port_trees.png
The bar under the picture is 20 um long.
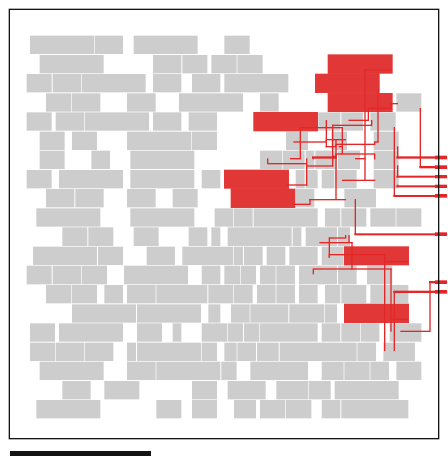
ff_map.png
The bar under the picture is 20 um long. Other sequential cells in the stronger gray, the rest of the logic in the fainter gray.
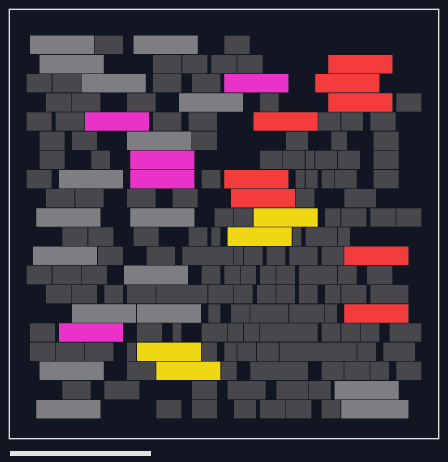
m1.png
The bar under the picture is 20 um long. Supply wires on this layer in gray. Cells faint in the background.
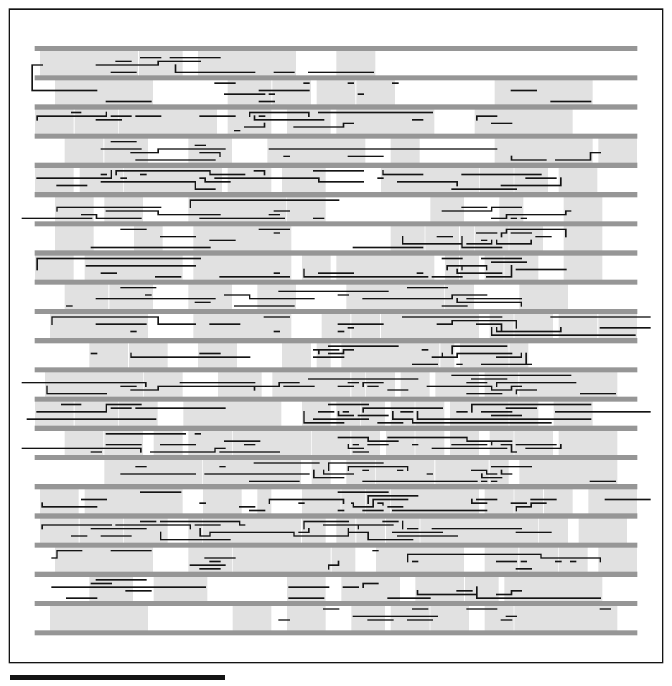
layers.png
Only two layers are drawn.
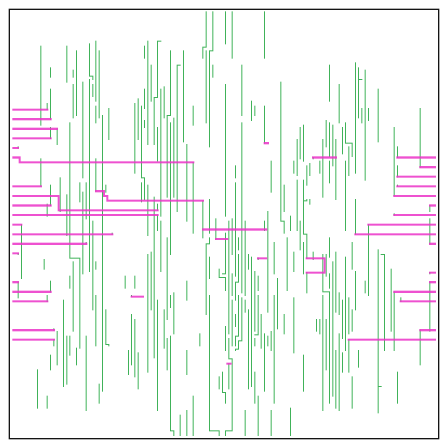
congestion_map.png
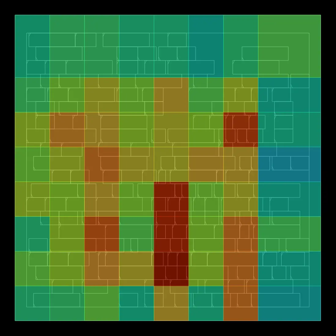
===== src/rtl/demux4_dispatch_5.sv =====
// Registered 1-to-4 demultiplexer: steers one W-bit word per cycle into one of four
// holding registers chosen by explicit select or round-robin pointer, each with valid/ack.
module demux4_dispatch_5 #(
  parameter int W     = 5,
  parameter int CNT_W = 8
) (
  input  logic             clk,
  input  logic             rst_n,
  input  logic             in_valid,
  output logic             in_ready,
  input  logic             mode,
  input  logic [1:0]       s,
  input  logic [W-1:0]     din,
  output logic [W-1:0]     o0,
  output logic [W-1:0]     o1,
  output logic [W-1:0]     o2,
  output logic [W-1:0]     o3,
  output logic [3:0]       v,
  input  logic [3:0]       ack,
  output logic [1:0]       ptr,
  output logic [CNT_W-1:0] count
);

  logic [W-1:0]     r_o [4];
  logic [3:0]       r_v;
  logic [1:0]       r_ptr;
  logic [CNT_W-1:0] r_count;

  logic [1:0] w_target;
  logic       w_ready;
  logic       w_accept;
  logic [3:0] w_wr;
  logic [3:0] w_clr;

  // A full channel still accepts when its consumer acks in the same cycle.
  always_comb begin
    w_target = mode ? r_ptr : s;
    w_ready  = ~r_v[w_target] | ack[w_target];
    w_accept = in_valid & w_ready;
    w_wr     = w_accept ? (4'b0001 << w_target) : 4'b0000;
    w_clr    = ack & r_v & ~w_wr;
  end

  always_ff @(posedge clk or negedge rst_n) begin
    if (!rst_n) begin
      for (int i = 0; i < 4; i++) r_o[i] <= '0;
      r_v     <= 4'b0000;
      r_ptr   <= 2'd0;
      r_count <= '0;
    end else begin
      for (int i = 0; i < 4; i++) begin
        if (w_wr[i]) r_o[i] <= din;
      end
      // Write wins over a same-channel ack.
      r_v <= (r_v & ~w_clr) | w_wr;
      if (w_accept) begin
        r_count <= r_count + CNT_W'(1);
        if (mode) r_ptr <= r_ptr + 2'd1;
      end
    end
  end

  assign in_ready = w_ready;
  assign o0       = r_o[0];
  assign o1       = r_o[1];
  assign o2       = r_o[2];
  assign o3       = r_o[3];
  assign v        = r_v;
  assign ptr      = r_ptr;
  assign count    = r_count;

endmodule


===== config.mk =====
export PLATFORM = sky130hd
export DESIGN_NAME = demux4_dispatch_5
export DESIGN_NICKNAME = d
export VERILOG_FILES = /design/src/rtl/demux4_dispatch_5.sv
export SDC_FILE = /design/constraint.sdc
export NUM_CORES = 1
export LEC_CHECK = 0
export CORE_MARGIN = 2
export CORE_UTILIZATION = 44
export DETAILED_ROUTE_END_ITERATION = 8
export PLACE_DENSITY = 0.79
export SLEW_MARGIN = 30
export SYNTH_ARGS = -nofsm -noshare
export SYNTH_HDL_FRONTEND = slang
export SYNTH_SLANG_ARGS = --single-unit

===== constraint.sdc =====
create_clock -name clk -period 2.05 [get_ports clk]
set_input_delay 0.41 -clock clk [delete_from_list [all_inputs] [get_ports clk]]
set_output_delay 0.41 -clock clk [all_outputs]
set_load 0.05 [all_outputs]

==> PnR_summary.wiki <==
=== Synthesis and place and route ===
{| class="wikitable"
! Metric !! Value
|-
| Outcome || finished with violations
|-
| Failing checks || negative setup slack
|-
| Power consumption || about 4.2 mW
|-
| Slack of the worst reg-to-reg path || 0.11 ns
|-
| Worst Hold Margin || around 0.47 ns
|-
| Fraction of registers with async set/reset || 1.00
|-
| TritonCTS clock tree || built
|-
| Aggregate global routing overflow || 0
|-
| Worst relative slew slack || 0.642
|-
| Vias in the first global route || 1136
|-
| Final hold vios || 0
|-
| Post-route cell area || 2260 sq um
|-
| Final critical-path share of the clock period || 1.09
|-
| Number of nets at floorplan || 115
|-
| Count of warning messages emitted by the tools || 29
|-
| Highest metal layer with signal wires || met4
|-
| Ys flop type || dfrtp_1
|-
| Post-Synth XOR/XNOR Area || 0.0557
|-
| Sequential cell fraction of total power || 0.287
|-
| Buffer-and-inverter tally for the worst setup path || 2
|-
| DP Area || between 2000 and 2500 sq um
|-
| Final routed DRC violation total || 0
|-
| Top power group || combinational cells
|-
| Chip area || ~3700 sq um
|-
| Most instantiated logic cells after routing || clkdlybuf4s50_1 (42), dfrtp_1 (33), mux2_2 (21), buf_4 (18)
|-
| Power drawn by the clock network || between 0.4 and 0.5 mW
|-
| Share of synthesized area occupied by flip-flops and latches || 0.601
|-
| Final setup fails || 1
|-
| Number of standard cells in the layout, taps in and fillers out || around 220
|-
| Clock network fraction of total power || 0.119
|-
| Proportion of synthesized area in mux cells || 0.224
|-
| Antenna violations before repair || 0
|-
| Count of final max-slew check failures || 0
|-
| Pin count of the biggest net entering global routing || 35
|-
| Clock insertion delay at the later pin of the skew report || around 0.33 ns
|-
| Comb area leader || multiplexers
|-
| Pwr dens || between 1500 and 2000 nW/um^2
|-
| Cell internal pwr || about 2.2 mW
|-
| Adder and majority cell fraction of the synthesized area || 0.00884
|-
| Tally of unique sky130hd cells used after synthesis || 21
|-
| Wire length of the first global-routing pass || 5.22 mm
|-
| Post-synthesis to final-layout area growth || 59.7%
|-
| Die Y || about 61 um
|-
| F_max || approximately 450 MHz
|-
| Number of clock sinks || 34
|-
| Comb pwr || between 2 and 2.5 mW
|-
| Largest stage delay, worst path || about 0.44 ns
|-
| Yosys Instances || ~100
|-
| Synth Warn # || 0
|-
| Largest cells by area after synthesis || dfrtp_1 (60%), mux2_2 (18%), xor2_1 (3.7%)
|-
| Class of the tightest hold or removal check || input port to asynchronous set/reset pin
|-
| Critical path required time || 1.64 ns
|-
| Clock skew || 0.00407 ns
|-
| Startpoint Class || register
|-
| Maximum level of the CTS H-tree || 2
|-
| Yosys chip area || around 1400 sq um
|-
| Net switching power || between 1.5 and 2 mW
|-
| Simple logic cell fraction of the synthesized area || 0.102
|-
| Type of destination of the critical path || output port
|-
| Post-route setup slack || -0.179 ns
|-
| Maximum fanout along the worst path || 3
|-
| Final ANT Viol Nets || 0
|}
-- port_trees.png (at the start) --
count -> red  # bits 8, direction output, edge east, end cells 8, buffers 8, wire 283 um
# port buffers: 49
I/O pin total: 50

-- ff_map.png (at the start) --
o0 -> magenta  # sequential cells 5
v -> yellow  # sequential cells 4
count -> red  # sequential cells 8
combined flip-flop and latch cell area: 852 sq um
Seq/total area: 0.377
share of the core filled with cells in the final layout: 0.740
sequential power: 1.20 mW

-- m1.png (at the start) --
longest straight run = 21.2 um
nets with wire on the layer = 159
main direction = horizontal
wire length on this layer = 1390 um
routed wire length: 3.34 mm
met1 track demand over resource: 0.226

-- layers.png (at the start) --
M2 -> green  # wire length 1630 um
M3 -> magenta  # wire length 268 um
average wire per standard cell: 15.2 um
Total GRT Usage: 0.197
Vias: 1080

-- congestion_map.png (at the start) --
busiest metal layer after global routing: met2
routing usage on met2: 0.341
met3 track demand over resource in global routing: 0.0704

==> worst paths after layout <==
path | depth (start not counted) | start | end
max | 5 | ptr[0] | in_ready
min in group clk | 1 | count[7] | count[7]
min reg2reg | 1 | count[7] | count[7]
max reg2reg | 7 | ptr[0] | count[1]
max in group asynchronous | 2 | rst_n | ptr[0]
min | 2 | rst_n | ptr[1]
==> layout make-up <==
cell class | instances | area, sq um
inverters | 1 | 7.51
multi-input cells | 64 | 584
repair buffers | 69 | 679
well taps | 44 | 55.1
flip-flops and latches | 34 | 852
fillers | 221 | 793
clock buffers | 6 | 51.3
clock inverters | 1 | 30.0
==> synth_stat cells, drive strengths merged, types with 2 or more instances <==
cell type,n
xnor2,3
nand2,7
dfrtp,34
xor2,6
nand3,4
nand4,3
nor3,2
nor4b,2
nand2b,5
mux2i,3
mux2,24
Power is estimated from default activity; no workload was simulated.
